## config.mk

```make
export PLATFORM = sky130hd
export DESIGN_NAME = hdlc_rx_deframer
export DESIGN_NICKNAME = d
export VERILOG_FILES = /design/src/rtl/hdlc_rx_deframer.sv
export SDC_FILE = /design/constraint.sdc
export NUM_CORES = 1
export LEC_CHECK = 0
export ABC_AREA = 1
export CAP_MARGIN = 5
export CORE_MARGIN = 10
export CORE_UTILIZATION = 58
export DETAILED_ROUTE_END_ITERATION = 6
export GPL_TIMING_DRIVEN = 0
export PLACE_DENSITY_LB_ADDON = 0.08
export SYNTH_ARGS = -nofsm -noshare
export SYNTH_HDL_FRONTEND = slang
export SYNTH_SLANG_ARGS = --single-unit
```

## constraint.sdc

```tcl
create_clock -name Clk -period 2.45 [get_ports Clk]
set_clock_uncertainty 0.2 [all_clocks]
set_input_delay 0.49 -clock Clk [delete_from_list [all_inputs] [get_ports Clk]]
set_output_delay 0.49 -clock Clk [all_outputs]
set_load 0.02 [all_outputs]
```

## src/rtl/hdlc_rx_deframer.sv

```systemverilog
// HDLC receive deframer: flag/abort detection, zero removal and LSB-first
// byte assembly between the serial Rx pin and the downstream FCS/buffer stage.
//
// Handshake: there is no backpressure. Rx carries one bit per Clk while RxEN
// is high. Rx_NewByte is a one-cycle strobe qualifying Rx_Data. Rx_Data holds
// its value until the next strobe. Rx_EndFrame and Rx_FrameErr are
// same-cycle strobes. Rx_ValidFrame is a level.
module hdlc_rx_deframer #(
   parameter int         STUFF_ONES = 5,
   parameter int         ABORT_ONES = 7,
   parameter logic [7:0] FLAG       = 8'h7E
) (
   input  logic       Clk,
   input  logic       Rst,
   input  logic       Rx,
   input  logic       RxEN,
   output logic       Rx_FlagDetect,
   output logic       Rx_AbortDetect,
   output logic       Rx_ValidFrame,
   output logic       Rx_NewByte,
   output logic [7:0] Rx_Data,
   output logic       Rx_EndFrame,
   output logic       Rx_FrameErr,
   output logic       dbg_state
);

   // A 0 followed by ABORT_ONES ones, oldest bit in the LSB.
   localparam logic [7:0] ABORT_PAT = 8'(((1 << ABORT_ONES) - 1) << 1);
   localparam logic [2:0] STUFF_CNT = 3'(STUFF_ONES);

   typedef enum logic {
      ST_IDLE  = 1'b0,
      ST_FRAME = 1'b1
   } state_t;

   // Stage 1 / stage 2 detection path
   logic       rx_q, rx_d;
   logic [6:0] hist_q, hist_d;        // previous seven raw bits, oldest in bit 0
   logic       flag_q, flag_d;
   logic       abort_q, abort_d;
   logic [2:0] ones_q, ones_d;        // saturating run of raw ones
   // Destuffed delay line: index 0 newest, index 7 leaves next
   logic [7:0] dl_bit_q, dl_bit_d;
   logic [7:0] dl_vld_q, dl_vld_d;
   // Byte assembly and framing
   state_t     state_q, state_d;
   logic [2:0] bit_cnt_q, bit_cnt_d;
   logic [6:0] shift_q, shift_d;      // first seven bits of the byte in progress
   logic       got_byte_q, got_byte_d;
   logic [7:0] data_q, data_d;
   logic       new_byte_q, new_byte_d;
   logic       valid_q, valid_d;
   logic       end_q, end_d;
   logic       err_q, err_d;

   logic [7:0] window;
   logic       drop;
   logic       det;
   logic       out_bit;
   logic       out_vld;
   logic       close;

   // Next-state logic for the whole receive path
   always_comb begin
      rx_d       = Rx;
      hist_d     = hist_q;
      flag_d     = 1'b0;
      abort_d    = 1'b0;
      ones_d     = ones_q;
      dl_bit_d   = dl_bit_q;
      dl_vld_d   = dl_vld_q;
      state_d    = state_q;
      bit_cnt_d  = bit_cnt_q;
      shift_d    = shift_q;
      got_byte_d = got_byte_q;
      data_d     = data_q;
      new_byte_d = 1'b0;
      valid_d    = 1'b0;
      end_d      = 1'b0;
      err_d      = 1'b0;
      close      = 1'b0;

      // Raw eight-bit window including the bit just registered
      window  = {rx_q, hist_q};
      hist_d  = window[7:1];
      flag_d  = (window == FLAG);
      abort_d = (window == ABORT_PAT);

      // A zero after exactly STUFF_ONES ones was inserted by the transmitter
      drop   = !rx_q && (ones_q == STUFF_CNT);
      ones_d = rx_q ? ((ones_q == 3'd7) ? 3'd7 : ones_q + 3'd1) : 3'd0;

      // Flag and abort bits are still in the delay line when detected;
      // dropping every tag keeps them out of the byte stream.
      det      = flag_q || abort_q;
      out_bit  = dl_bit_q[7];
      out_vld  = dl_vld_q[7] && !det;
      dl_bit_d = {dl_bit_q[6:0], rx_q};
      dl_vld_d = det ? {7'b0, !drop} : {dl_vld_q[6:0], !drop};

      if ((state_q == ST_FRAME) && out_vld) begin
         bit_cnt_d = bit_cnt_q + 3'd1;
         shift_d   = {out_bit, shift_q[6:1]};
         if (bit_cnt_q == 3'd7) begin
            data_d     = {out_bit, shift_q};
            new_byte_d = 1'b1;
            got_byte_d = 1'b1;
         end
      end

      case (state_q)
         ST_IDLE: begin
            if (flag_q) begin
               state_d    = ST_FRAME;
               bit_cnt_d  = 3'd0;
               got_byte_d = 1'b0;
            end
         end
         ST_FRAME: begin
            if (flag_q) begin
               // Empty frame: just another opening flag.
               if (got_byte_q || (bit_cnt_q != 3'd0)) begin
                  // Closing flag doubles as the next opener, so stay in FRAME
                  // and only drop ValidFrame for one cycle.
                  close      = 1'b1;
                  end_d      = 1'b1;
                  err_d      = (bit_cnt_q != 3'd0);
                  bit_cnt_d  = 3'd0;
                  got_byte_d = 1'b0;
               end
            end else if (abort_q) begin
               state_d    = ST_IDLE;
               bit_cnt_d  = 3'd0;
               got_byte_d = 1'b0;
            end
         end
         default: state_d = ST_IDLE;
      endcase

      valid_d = (state_d == ST_FRAME) && !close;
   end

   // Register everything; RxEN low behaves exactly like reset
   always_ff @(posedge Clk) begin
      if (!Rst || !RxEN) begin
         rx_q       <= 1'b1;
         hist_q     <= 7'h7F;
         flag_q     <= 1'b0;
         abort_q    <= 1'b0;
         ones_q     <= 3'd0;
         dl_bit_q   <= 8'h00;
         dl_vld_q   <= 8'h00;
         state_q    <= ST_IDLE;
         bit_cnt_q  <= 3'd0;
         shift_q    <= 7'h00;
         got_byte_q <= 1'b0;
         data_q     <= 8'h00;
         new_byte_q <= 1'b0;
         valid_q    <= 1'b0;
         end_q      <= 1'b0;
         err_q      <= 1'b0;
      end else begin
         rx_q       <= rx_d;
         hist_q     <= hist_d;
         flag_q     <= flag_d;
         abort_q    <= abort_d;
         ones_q     <= ones_d;
         dl_bit_q   <= dl_bit_d;
         dl_vld_q   <= dl_vld_d;
         state_q    <= state_d;
         bit_cnt_q  <= bit_cnt_d;
         shift_q    <= shift_d;
         got_byte_q <= got_byte_d;
         data_q     <= data_d;
         new_byte_q <= new_byte_d;
         valid_q    <= valid_d;
         end_q      <= end_d;
         err_q      <= err_d;
      end
   end

   assign Rx_FlagDetect  = flag_q;
   assign Rx_AbortDetect = abort_q;
   assign Rx_ValidFrame  = valid_q;
   assign Rx_NewByte     = new_byte_q;
   assign Rx_Data        = data_q;
   assign Rx_EndFrame    = end_q;
   assign Rx_FrameErr    = err_q;
   assign dbg_state      = state_q;

endmodule

```

Run 1, clock wiring as the flow saved it:
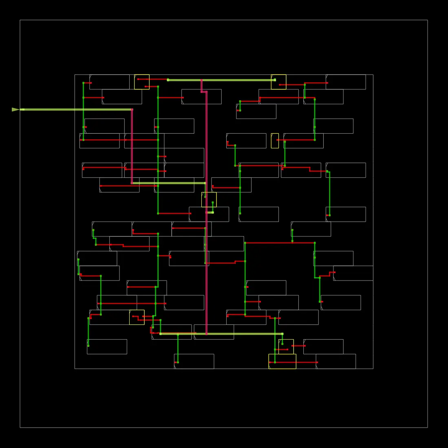
total CTS buffers: 5
flip-flops: 53

Run 1, I/O pins on the die edge:
The bar under the picture is 20 um long. Pins as bars across the die edge, other pins in grey.
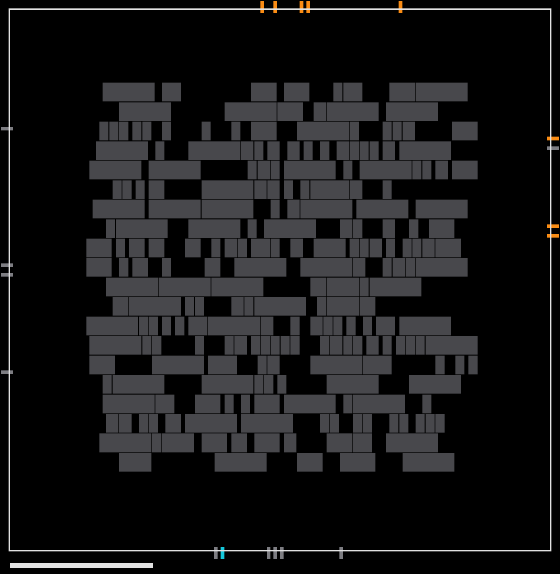
[`Rx_FlagDetect`] cyan | pins: 1 | direction: output | edge: bottom
[`Rx_Data`] orange | pins: 8 | direction: output | edge: 5 top, 3 right
die width: 75.4 um
Die Y: 75.4 um
port buffer count: 18

==> job_summary.md, run 1 <==
### Metrics collected by this job

| Metric | Value |
|---|---|
| GPL Wtd Cong | `0.764` |
| Top-area cell share | `59.6%` |
| Crit path max-delay family | `buffers and inverters` |
| Diode count | `0` |
| Clk pin slew, worst setup/hold paths | `around 130 ps` |
| Fp util | `59.2%` |
| TritonRoute pass-1 iters | `4` |
| Max H-tree Level | `2` |
| Final setup TNS | `0 ps` |
| Crit-path slowest cell | `clkdlybuf4s50_1` |
| Yosys top cell by area | `dfxtp_1` |
| CP Capture Type | `output port` |
| Avg WL per Cell | `about 12 um` |
| CTS sink cnt | `roughly 53` |
| Syn. warnings | `0` |
| Slew Viols, Final | `0` |
| Fmax | `462 MHz` |
| Core Area | `approximately 0.0030 mm2` |
| Synth top cell by count | `dfxtp_1` |
| Number of vias per cell | `between 4 and 5` |
| Layout area overhead | `15.5%` |
| Gate Area | `576 um2` |
| Total die size | `approximately 0.0057 mm2` |
| Main area contributors | `dfxtp_1 (60%), nor2_1 (8.4%), nand2_1 (6.8%)` |
| Kind of critical path | `reg2out` |
| FF+latch area | `0.00106 mm2` |
| Root Driver | `clkbuf_4` |
| Register share after synthesis | `around 60%` |
| Yosys stat area | `about 0.0018 mm2` |
| Critical path peak fanout | `5` |
| Post-synth top cells | `dfxtp_1 (53), nor2_1 (40), nand2_1 (32), inv_1 (26), nand3_1 (11)` |
| Slew headroom | `about 70%` |
| Peak supply drop | `approximately 0.00043 V` |
| First-pass GRT wire length | `5160 um` |
| CP Launch Point | `Rx_FlagDetect$_SDFF_PP0_` |
| Post_cts resized | `0` |
| Ys async rst share | `0%` |
| TritonCTS clock tree | `done` |
| Syn Nets | `between 200 and 250` |
| Number of enable flip-flop cells | `0` |
| Cell breakdown of the critical path | `clkdlybuf4s50_1` |
| Min-delay src | `dl_bit_q[5]$_SDFF_PP0_` |
| Buffers & Inverters on Critical Path | `1` |
| Tool warnings | `28` |
| Final hold viol count | `0` |
| Final Cycle Share | `88.3%` |
| Netlist cell types | `24` |
| Initial antenna violation count | `0` |
| Initial DRC Count | `about 110` |
| Fillers | `approximately 270` |
| Crit path required time | `~1800 ps` |
| # rows | `20` |
| RSZ-0062 raised after global routing | `false` |
| HP Class | `reg2reg` |
| Synthesized cell area | `0.00178 mm2` |
| DRC | `0` |
| Final Critical Period | `2160 ps` |
| Syn_area_per_cell | `between 8 and 9 um2` |
| CP arrival | `1470 ps` |
| Final HPWL DP | `2200 um` |
| Vias in the first global route | `1202` |
| Routed Antenna Nets | `0` |
| Ys flops | `between 50 and 60` |
| Io pins | `19` |
| Pwr Density | `623 mW/mm2` |
| Clk_lat worst skew | `about 370 ps` |
| Number of setup buffers added after CTS | `0` |
| Hold_buf cts | `0` |
| Slew @ Worst Pin | `between 400 and 500 ps` |
| Overflow after GRT | `0` |
| Top FF cell, synth | `dfxtp_1` |
| Share of post-route cells with drive strength above 1 | `a little under 9%` |
| Final Util | `68.5%` |
| R2R Path Start | `bit_cnt_q[0]$_SDFF_PP0_` |
| Outcome | `complete, no violations` |
| Worst setup SP type | `flop` |
| LEAKAGE | `roughly 0.84 nW` |
| Maximum buffer depth of the clock tree | `2` |
| Cells in synth_stat.txt | `about 200` |
| Largest net degree at the start of global routing | `15` |
| Final setup vio count | `0` |
| Max Cap Viol | `0` |
| Layout Nets | `around 240` |
| Cells after synthesis | `slightly above 200` |
| Total global routing track utilization | `between 10% and 20%` |
| Slowest cell delay on critical path | `about 650 ps` |
Run 1, M1 wires:
The bar under the picture is 20 um long.
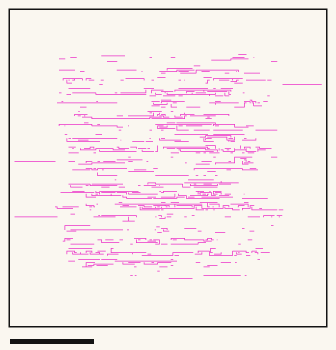
nets with wire on the layer: 224
main direction: horizontal
wire length on this layer: 1360 um
Total Routed Length: 3040 um
DR vias: 1303
met1 Usage GRT: 12.5%

Run 1, a small window of the routed layout:
The bar under the picture is 20 um long. Window x 13 to 63, y 25 to 75 um. Cells in grey, sequential cells in the stronger grey; small squares are vias.
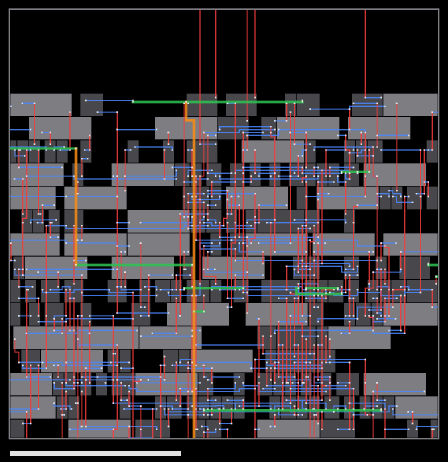
[metal 4] orange
[metal 2] red
[metal 3] green
[metal 1] blue
sequential cells in the window: 40
cells with their middle in the window: 176
most frequent: dfxtp_1 (40), nor2_1 (31), nand2_1 (28)
netlist names of flops here include: `Rx_Data` (8), `dl_bit_q` (8), `hist_q` (7)

run 1: layer usage:
metal  vias to the layer above  track usage [%]  part of all wire (%)
met5                         -                0                     0
li1                        678                -                     -
met2                        24             20.5                    48
met4                         0             5.57                   2.0
met3                         5             4.56                   5.4
met1                       596             12.5                    45
run 1: cell families after synthesis:
| logic type | after synthesis | share of synthesized area (%) |
|---|---|---|
| buffers and inverters | 33 | 8.02 |
| AOI/OAI and AO/OA | 18 | 5.27 |
| and+or+nand+nor | 97 | 23.6 |
| adders and majority gates | 5 | 3.52 |
| DFF | 53 | 59.6 |
run 1: area by class of cell:
type,count,area share (%)
Buffer,5,1.70
Clock buffer,7,2.68
Inverter,28,5.23
Multi-Input combinational cell,120,28.0
Sequential cell,53,51.6
Tap cell,33,2.01
Timing Repair Buffer,18,8.76
run 1: worst paths after layout:
kind / endpoint / slack, ps / cells past startpoint
worst max-delay path: Rx_FlagDetect / 290 / 1
worst min-delay path: dl_bit_q[6]$_SDFF_PP0_ / 220 / 2
worst max register to register: Rx_Data[1]$_SDFFE_PP0P_ / 920 / 5
worst min register to register: dl_bit_q[6]$_SDFF_PP0_ / 220 / 2
run 1: power by group:
| group | total (W) | leakage [nW] | switching [W] | internal, W |
|---|---|---|---|---|
| registers | 0.000870 | 0.428 | 0.00000242 | 0.000867 |
| logic | 0.0000296 | 0.379 | 0.0000190 | 0.0000106 |
| clock network | 0.000380 | 0.0314 | 0.000244 | 0.000136 |
| total | 0.00128 | 0.839 | 0.000266 | 0.00101 |
run 1: layout by cell type (no fill, tap or decap):
cell type and count:
nor2_1 40, nand2_4 1, dfxtp_1 53, nand3_1 11, a31oi_1 1, nor2_4 1, ha_1 5, a211oi_1 1
or2_2 6, clkbuf_1 3, buf_2 1, nor3_1 3, o21ai_0 8, clkbuf_8 1, buf_8 1, buf_4 1
clkdlybuf4s50_1 18, o21ai_1 1, a21oi_1 7, inv_1 26, nand2_1 32, clkbuf_4 5, nand4_1 1, nand2_2 1
inv_4 1, inv_2 1, and2_1 1
run 1: flip-flops by register name, summed over array words and instances (netlist names):
register and count:
Rx_AbortDetect 1, shift_q 7, Rx_FlagDetect 1, Rx_EndFrame 1, dl_vld_q 8, dbg_state 1
Rx_Data 8, rx_q 1, dl_bit_q 8, ones_q 3, hist_q 7, got_byte_q 1
bit_cnt_q 3, Rx_NewByte 1, Rx_FrameErr 1, Rx_ValidFrame 1
run 1: per-stage QoR:
| step | cell area, um2 | total power, W | std cells | hold slack [ps] | worst slack (ps) |
|---|---|---|---|---|---|
| floorplan | 1780 | 0.000907 | 206 | 194 | 1100 |
| global placement | 2000 | 0.000917 | 257 | 194 | 440 |
| detailed placement | 2000 | 0.000919 | 257 | 201 | 405 |
| CTS | 2060 | 0.00130 | 264 | 220 | 250 |
| global route | 2060 | 0.00135 | 264 | 228 | 178 |
| finish | 2060 | 0.00128 | 264 | 217 | 286 |
==> inputs of run 2 (changes only) <==
CAP_MARGIN = 10   (was 5)
CORE_UTILIZATION = 49   (was 58)
RECOVER_POWER = 50   (was default)
clock period = 1.8 ns   (was 2.45 ns; I/O delays follow)
==> run 2 against run 1 <==
  * Power is 35% higher
  * Design area is 0.61% lower
  * Setup slack worse by 220 ps
  * Cell count is 5.3% higher
  * Synthesized area stayed put
  * Combinational power is 31% higher
  * Utilization is 8.6 points lower
  * Largest cell class unchanged
  * Largest power group unchanged
  * Highest routed layer unchanged
==> job_summary.md, run 2 <==
### Metrics collected by this job

| Metric | Value |
|---|---|
| HP Class | `reg2reg` |
| DRC | `0` |
| Met3 Usage GRT | `roughly 3.2%` |
| Post-synth top cells | `dfxtp_1 (53), nor2_1 (40), nand2_1 (32), inv_1 (26), nand3_1 (11)` |
| Cell area after layout | `approximately 0.0020 mm2` |
| Crit-path slowest cell | `dfxtp_1` |
| Synthesized cell area | `around 0.0018 mm2` |
| Routed Antenna Nets | `0` |
| Overall power | `approximately 0.0017 W` |
| Vias in the first global route | `1211` |
| Yosys top cell by area | `dfxtp_1` |
| Root Driver | `clkbuf_4` |
| TritonRoute pass-1 iters | `4` |
| Clk pin slew, worst setup/hold paths | `140 ps` |
| Gate Area | `approximately 570 um2` |
| GPL Wtd Cong | `approximately 0.76` |
| Dpl cell area | `0.00202 mm2` |
| Total die size | `0.00644 mm2` |
| Total global routing track utilization | `10.1%` |
| # rows | `21` |
| Port buffer count | `18` |
| Clk_lat worst skew | `roughly 370 ps` |
| Top-area cell share | `59.6%` |
| Register share after synthesis | `59.6%` |
| CP arrival | `1180 ps` |
| Hold depth | `2` |
| Maximum buffer depth of the clock tree | `2` |
| Buffers & Inverters on Critical Path | `1` |
| Io pins | `19` |
| Cells in synth_stat.txt | `around 210` |
| TritonCTS clock tree | `done` |
| Layout Nets | `240` |
| Slew @ Worst Pin | `around 440 ps` |
| Total Routed Length | `~2900 um` |
| Main area contributors | `dfxtp_1 (60%), nor2_1 (8.4%), nand2_1 (6.8%)` |
| Ys flops | `53` |
| Initial DRC Count | `approximately 100` |
| Fp util | `a little over half` |
| Met2 usage | `approximately 16%` |
| Final setup vio count | `0` |
| Cell breakdown of the critical path | `dlygate4sd2_1` |
| Avg WL per Cell | `10.3 um` |
| Initial antenna violation count | `0` |
| Reg2Reg Depth | `5` |
| DR vias | `about 1300` |
| Fmax | `575 MHz` |
| Overflow after GRT | `0` |
| Synth top cell by count | `dfxtp_1` |
| Pwr Density | `approximately 850 mW/mm2` |
| Highest-count logic cell in the final layout | `dfxtp_1` |
| Layout area overhead | `14.8%` |
| Crit path max-delay family | `flip-flops` |
| Min-delay src | `dl_vld_q[2]$_SDFF_PP0_` |
| LEAKAGE | `0.912 nW` |
| Reg2Reg Capture Point | `shift_q[1]$_SDFFE_PP0N_` |
| Crit path required time | `about 1200 ps` |
| Core Area | `0.00342 mm2` |
| Diode count | `0` |
| GRT busiest layer | `met2` |
| Kind of critical path | `reg2out` |
| Slew Viols, Final | `0` |
| Max H-tree Level | `2` |
| RSZ-0062 raised after global routing | `false` |
| Peak supply drop | `between 0.0005 and 0.0006 V` |
| Syn Nets | `~220` |
| Cells after synthesis | `206` |
| Fillers | `~330` |
| Max Cap Viol | `0` |
| Largest net degree at the start of global routing | `17` |
| Tool warnings | `28` |
| Ys async rst share | `0%` |
| Netlist cell types | `24` |
| Syn. warnings | `0` |
| CP Capture Type | `output port` |
| Slowest cell delay on critical path | `~440 ps` |
| Hold worst-path end | `dl_vld_q[3]$_SDFF_PP0_` |
| Final Cycle Share | `96.5%` |
| Outcome | `complete, no violations` |
| Final hold viol count | `0` |
| Number of enable flip-flop cells | `0` |
| R2R Path Start | `Rx_FlagDetect$_SDFF_PP0_` |
| Yosys stat area | `0.00178 mm2` |
| Final HPWL DP | `around 2200 um` |
| Final Critical Period | `between 1500 and 2000 ps` |
| Total CTS buffers | `5` |
| Slew headroom | `about 70%` |
| Number of vias per cell | `4.61` |
| Met1 Usage GRT | `~11%` |
| CTS sink cnt | `about 53` |
| Most instantiated logic cells after routing | `dfxtp_1 (52), nor2_1 (40), nand2_1 (33), inv_1 (27), dlygate4sd2_1 (15)` |
| Syn_area_per_cell | `8.64 um2` |
| Top FF cell, synth | `dfxtp_1` |
| Worst setup SP type | `flop` |
| Critical path peak fanout | `5` |
| FF-to-FF setup slack | `~300 ps` |
| Share of post-route cells with drive strength above 1 | `slightly above 8%` |
| First-pass GRT wire length | `5150 um` |
==> run 2: logic make-up after synthesis <==
group / share of synthesized area (%)
AOI/OAI and AO/OA: 5.27
DFF: 59.6
and+or+nand+nor: 23.6
buffers and inverters: 8.02
adders and majority gates: 3.52
==> run 2: worst min-delay path, stage by stage (launching register included) <==
cell     delay [ps]
dfxtp_1         320
inv_1            40
nor2_1           30
==> run 2: area by class of cell <==
cell class | count | area share (%)
Inverter | 28 | 5.27
Timing Repair Buffer | 18 | 7.90
Clock buffer | 6 | 2.02
Sequential cell | 53 | 52.0
Buffer | 5 | 1.53
Clock inverter | 2 | 0.674
Tap cell | 46 | 2.82
Multi-Input combinational cell | 120 | 27.8
==> run 2: where the power goes <==
group          total (W)  switching (W)  internal (W)
combinational  0.0000389      0.0000250     0.0000139
sequential       0.00118     0.00000318       0.00118
clock           0.000511       0.000354      0.000157
==> run 2: per-layer routing <==
metal	share of wire, %	wire (um)
met5	0	0
met4	2.9	83
met3	3.2	92
met2	48	1380
met1	46	1300
==> run 2: worst max-delay path by stage <==
| stage | startpoint | endpoint | slack [ps] | cells past startpoint |
|---|---|---|---|---|
| 6_report | dbg_state$_SDFF_PP0_ | dbg_state | 60 | 1 |
| 5_1_grt | dbg_state$_SDFF_PP0_ | dbg_state | 9 | 1 |
| 4_1_cts | Rx_FlagDetect$_SDFF_PP0_ | Rx_FlagDetect | 20 | 1 |
| 3_5_place_dp | Rst | shift_q[6]$_SDFFE_PP0N_ | -90 | 6 |
| 3_3_place_gp | Rst | shift_q[0]$_SDFFE_PP0N_ | -90 | 6 |
| 2_1_floorplan | dbg_state$_SDFF_PP0_ | shift_q[6]$_SDFFE_PP0N_ | 450 | 6 |
==> run 2: stage by stage <==
step | hold WS (ps) | setup TNS [ps] | worst slack, ps | instances
floorplan | 194 | 0 | 446 | 206
global placement | 195 | -844 | -91.1 | 270
detailed placement | 201 | -854 | -86.0 | 270
CTS | 219 | 0 | 21.7 | 278
global route | 231 | 0 | 8.91 | 278
finish | 216 | 0 | 62.2 | 278
==> run 2: timing repair <==
action | 4_1_cts | 5_1_grt
cloned | 0 | 0
endpoints found under the hold margin | 0 | 0
endpoints found under the setup margin | 15 | 1
hold buffers | 0 | 0
buffers inserted | 0 | 0
gates resized | 15 | 1
Run 2, register map, names as in the netlist:
The bar under the picture is 20 um long. Other sequential cells in the stronger grey, the rest of the logic in the fainter grey.
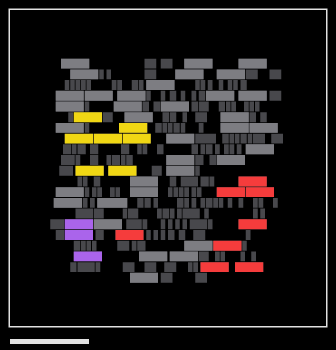
[`dl_vld_q`] red | sequential cells: 8
[`hist_q`] yellow | sequential cells: 7
[`ones_q`] purple | sequential cells: 3
not coloured: 35
Final Util: 59.8%
Seq group: 0.00118 W
FF+latch area: 0.00106 mm2

Run 2, I/O pins on the die edge:
The bar under the picture is 20 um long. Pins as bars across the die edge, other pins in grey.
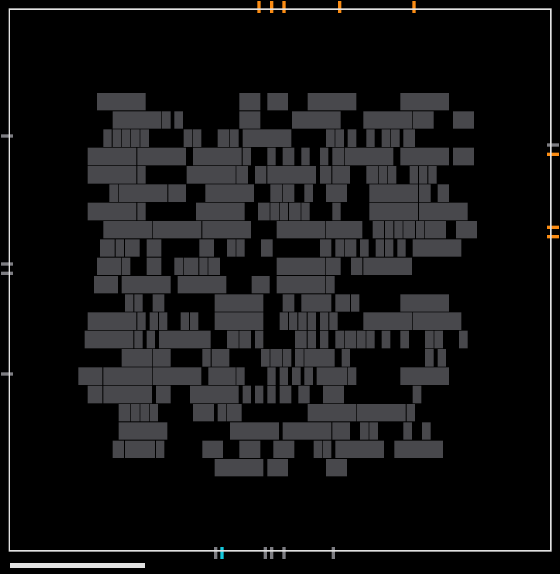
[`Rx_FlagDetect`] cyan | pins: 1 | direction: output | edge: bottom
[`Rx_Data`] orange | pins: 8 | direction: output | edge: 5 top, 3 right
all pins by edge: 6 bottom, 5 top, 4 left, 4 right
die width: 80.3 um
Die Y: 80.3 um

Run 2, a small window of the routed layout:
The bar under the picture is 20 um long. Window x 15 to 65, y 30 to 80 um. Cells in grey, sequential cells in the stronger grey; small squares are vias.
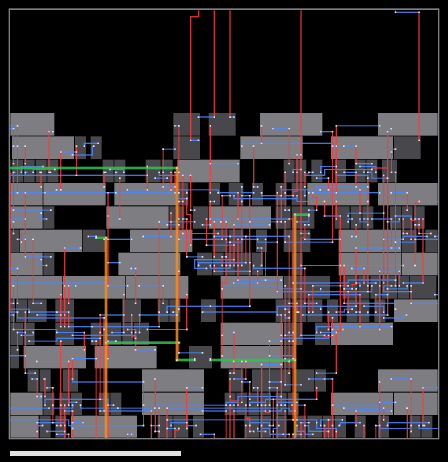

==> inputs of run 3 (changes only) <==
CORE_MARGIN = 1   (was 10)
Run 3, I/O pins on the die edge:
The bar under the picture is 20 um long. Pins as bars across the die edge, other pins in grey.
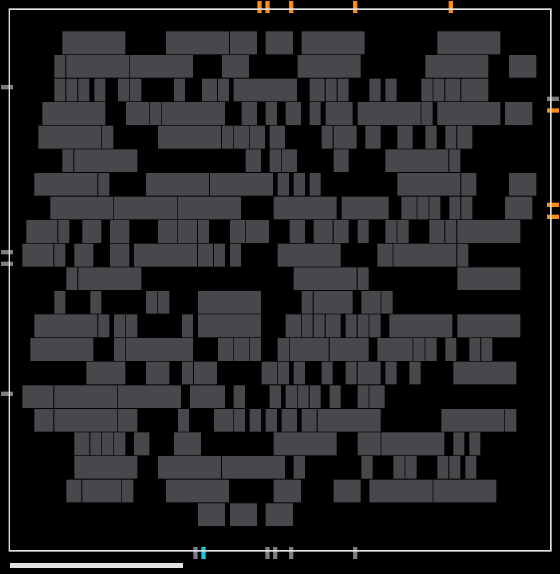
[`Rx_Data`] orange | pins: 8 | direction: output | edge: 5 top, 3 right
[`Rx_FlagDetect`] cyan | pins: 1 | direction: output | edge: bottom
die width: 62.3 um
Die Y: 62.3 um

Run 3, clock wiring as the flow saved it:
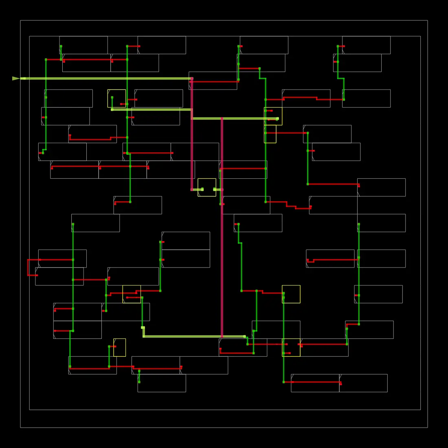
clk_lat worst skew: 370 ps
CTS sink cnt: 53
Clk power: 0.000503 W
CLK BUF: 5

==> run 3 against run 2 <==
  * Count of clock-buffer cells in the layout decreased by 1
  * First-iteration DRC count fell by 32%
  * Setup slack better by 21 ps
  * Largest cell class unchanged
  * Largest power group unchanged
==> job_summary.md, run 3 <==
### Metrics collected by this job

| Metric | Value |
|---|---|
| Outcome | `complete, no violations` |
| Cells after synthesis | `a little over 200` |
| Vias in the first global route | `~1200` |
| Diode count | `0` |
| Maximum buffer depth of the clock tree | `2` |
| Layout area overhead | `15.3%` |
| Avg WL per Cell | `~9.7 um` |
| TritonCTS clock tree | `done` |
| Slew @ Worst Pin | `between 400 and 500 ps` |
| Top FF cell, synth | `dfxtp_1` |
| Net Sw Frac | `roughly 22%` |
| RSZ-0062 raised after global routing | `false` |
| Io pins | `19` |
| Largest net degree at the start of global routing | `17` |
| Final Cycle Share | `95.4%` |
| Dpl cell area | `slightly above 0.002 mm2` |
| Port buffer count | `18` |
| Buffers & Inverters on Critical Path | `1` |
| Fmax | `a little under 600 MHz` |
| Sw Pwr | `about 0.00038 W` |
| Overflow after GRT | `0` |
| Kind of critical path | `reg2out` |
| Core Area | `approximately 0.0034 mm2` |
| Hold_buf cts | `0` |
| CP Capture Type | `output port` |
| Crit path required time | `~1200 ps` |
| Power share of the combinational group | `~2.3%` |
| Register share after synthesis | `59.6%` |
| Routed Antenna Nets | `0` |
| Cell area after layout | `0.00205 mm2` |
| Cells in synth_stat.txt | `between 200 and 250` |
| Crit-path slowest cell | `dfxtp_1` |
| Synth top cell by count | `dfxtp_1` |
| Ys flops | `53` |
| Clk pin slew, worst setup/hold paths | `between 100 and 150 ps` |
| Total Routed Length | `2700 um` |
| Number of enable flip-flop cells | `0` |
| Crit path max-delay family | `flip-flops` |
| Final hold viol count | `0` |
| FF-to-FF setup slack | `about 310 ps` |
| # rows | `21` |
| Worst path depth | `1` |
| Yosys top cell by area | `dfxtp_1` |
| Hold WS | `between 200 and 250 ps` |
| Yosys stat area | `approximately 0.0018 mm2` |
| Number of setup buffers added after CTS | `0` |
| Total global routing track utilization | `around 16%` |
| CP Launch Point | `dbg_state$_SDFF_PP0_` |
| Slew headroom | `a little under three quarters` |
| Netlist cell types | `24` |
| Highest-count logic cell in the final layout | `dfxtp_1` |
| Max H-tree Level | `2` |
| Top-area cell share | `between 50 and 60%` |
| Cell breakdown of the critical path | `dlygate4sd2_1` |
| Total CTS buffers | `5` |
| DRC | `0` |
| Slew Viols, Final | `0` |
| Syn_area_per_cell | `roughly 8.6 um2` |
| LEAKAGE | `around 0.9 nW` |
| R2R Path Start | `bit_cnt_q[0]$_SDFF_PP0_` |
| Syn. warnings | `0` |
| Pwr Density | `842 mW/mm2` |
| Setup crit end | `dbg_state` |
| TritonRoute pass-1 iters | `4` |
| Tool warnings | `28` |
| Fp util | `between 50% and 60%` |
| Final HPWL DP | `1960 um` |
| Synthesized cell area | `0.00178 mm2` |
| Most instantiated logic cells after routing | `dfxtp_1 (52), nor2_1 (40), nand2_1 (32), inv_1 (27), dlygate4sd2_1 (15)` |
| Peak supply drop | `0.000664 V` |
| Hold depth | `2` |
| Slowest cell delay on critical path | `between 400 and 500 ps` |
| Final Critical Period | `around 1700 ps` |
| Ys async rst share | `0%` |
| Worst setup SP type | `flop` |
| Total die size | `0.00388 mm2` |
| Main area contributors | `dfxtp_1 (60%), nor2_1 (8.4%), nand2_1 (6.8%)` |
| Reg2Reg Depth | `5` |
| Reg2Reg Capture Point | `Rx_Data[1]$_SDFFE_PP0P_` |
| Critical path peak fanout | `5` |
| Initial antenna violation count | `0` |
| Clock power frac | `a little under 30%` |
| Root Driver | `clkbuf_4` |
| Layout Nets | `around 240` |
| HP Class | `reg2reg` |
| Final setup vio count | `0` |
| Max Cap Viol | `0` |
| Initial DRC Count | `~68` |
| Flop pwr share | `roughly two thirds` |
| Share of post-route cells with drive strength above 1 | `under 10%` |
| Pint | `between 0.001 and 0.0015 W` |
| GPL Wtd Cong | `0.763` |
| DR vias | `between 1000 and 1500` |
| CP arrival | `approximately 1200 ps` |
| Number of vias per cell | `approximately 4.6` |
| Post-synth top cells | `dfxtp_1 (53), nor2_1 (40), nand2_1 (32), inv_1 (26), nand3_1 (11)` |
| First-pass GRT wire length | `4950 um` |
| Syn Nets | `215` |
Run 3, register map, names as in the netlist:
The bar under the picture is 20 um long. Other sequential cells in the stronger grey, the rest of the logic in the fainter grey.
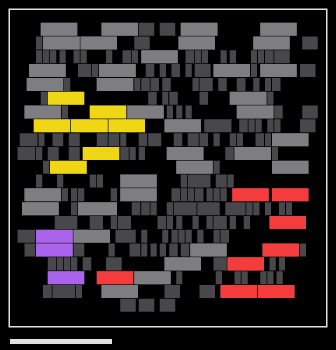
[`hist_q`] yellow | sequential cells: 7
[`ones_q`] purple | sequential cells: 3
[`dl_vld_q`] red | sequential cells: 8 | where: lower right
sequential share of cell area: 51.8%
Final Util: 60.0%

==> run 3: cell counts after synthesis <==
Identical to the previous run, type by type.
==> run 3: how the worst min path moves through the flow <==
| stage | slack (ps) | endpoint | start |
|---|---|---|---|
| 2_1_floorplan | 190 | dl_bit_q[1]$_SDFF_PP0_ | dl_bit_q[0]$_SDFF_PP0_ |
| 3_3_place_gp | 200 | dl_vld_q[2]$_SDFF_PP0_ | dl_vld_q[1]$_SDFF_PP0_ |
| 3_5_place_dp | 200 | dl_vld_q[3]$_SDFF_PP0_ | dl_vld_q[2]$_SDFF_PP0_ |
| 4_1_cts | 220 | dl_bit_q[4]$_SDFF_PP0_ | dl_bit_q[3]$_SDFF_PP0_ |
| 5_1_grt | 230 | dl_bit_q[4]$_SDFF_PP0_ | dl_bit_q[3]$_SDFF_PP0_ |
| 6_report | 220 | dl_vld_q[3]$_SDFF_PP0_ | dl_vld_q[2]$_SDFF_PP0_ |
==> run 3: cell type report <==
type                            instances  area [um2]
Buffer                                  5        31.3
Clock buffer                            5        37.5
Clock inverter                          3        17.5
Fill cell                             328        1370
Inverter                               28         108
Multi-Input combinational cell        120         576
Sequential cell                        53        1060
Tap cell                               46        57.6
Timing Repair Buffer                   18         161
==> run 3: kinds of logic after synthesis <==
kind of cell             Yosys count  synth area share, %
AND-OR/OR-AND                     18                 5.27
adder cells (fa/ha/maj)            5                 3.52
buffers and inverters             33                 8.02
flip-flops                        53                 59.6
AND/OR/NAND/NOR                   97                 23.6
==> run 3: layer usage <==
| layer | share of wire (%) | global-route usage, % | vias up | wire length (um) |
|---|---|---|---|---|
| li1 | - | - | 678 | - |
| met1 | 46 | 18.1 | 567 | 1250 |
| met2 | 49 | 28.0 | 15 | 1310 |
| met3 | 3.3 | 5.51 | 5 | 89 |
| met4 | 1.9 | 6.98 | 0 | 50 |
| met5 | 0 | 0 | - | 0 |
==> run 3: per-stage QoR <==
stage | total power (W) | util (%) | setup slack [ps] | std cells | TNS, ps
floorplan | 0.00123 | - | 446 | 206 | 0
global placement | 0.00125 | 59.0 | -91.1 | 270 | -834
detailed placement | 0.00125 | 59.0 | -125 | 270 | -1110
CTS | 0.00175 | 60.1 | 26.9 | 278 | 0
global route | 0.00181 | 60.0 | 22.5 | 278 | 0
finish | 0.00173 | 60.0 | 82.8 | 278 | 0
==> run 3: power by group through the flow <==
stage	logic, W	clock network, W	registers [W]
after floorplan	0.0000253	0	0.00121
after global placement	0.0000389	0	0.00121
after detailed placement	0.0000405	0	0.00121
after CTS	0.0000406	0.000521	0.00118
after global routing	0.0000464	0.000576	0.00119
final	0.0000390	0.000503	0.00118
==> run 3: timing repair <==
item	in CTS	in global routing
endpoints found under the setup margin	15	1
gates resized	15	1
cloned	0	0
Power and IR drop assume default switching activity.
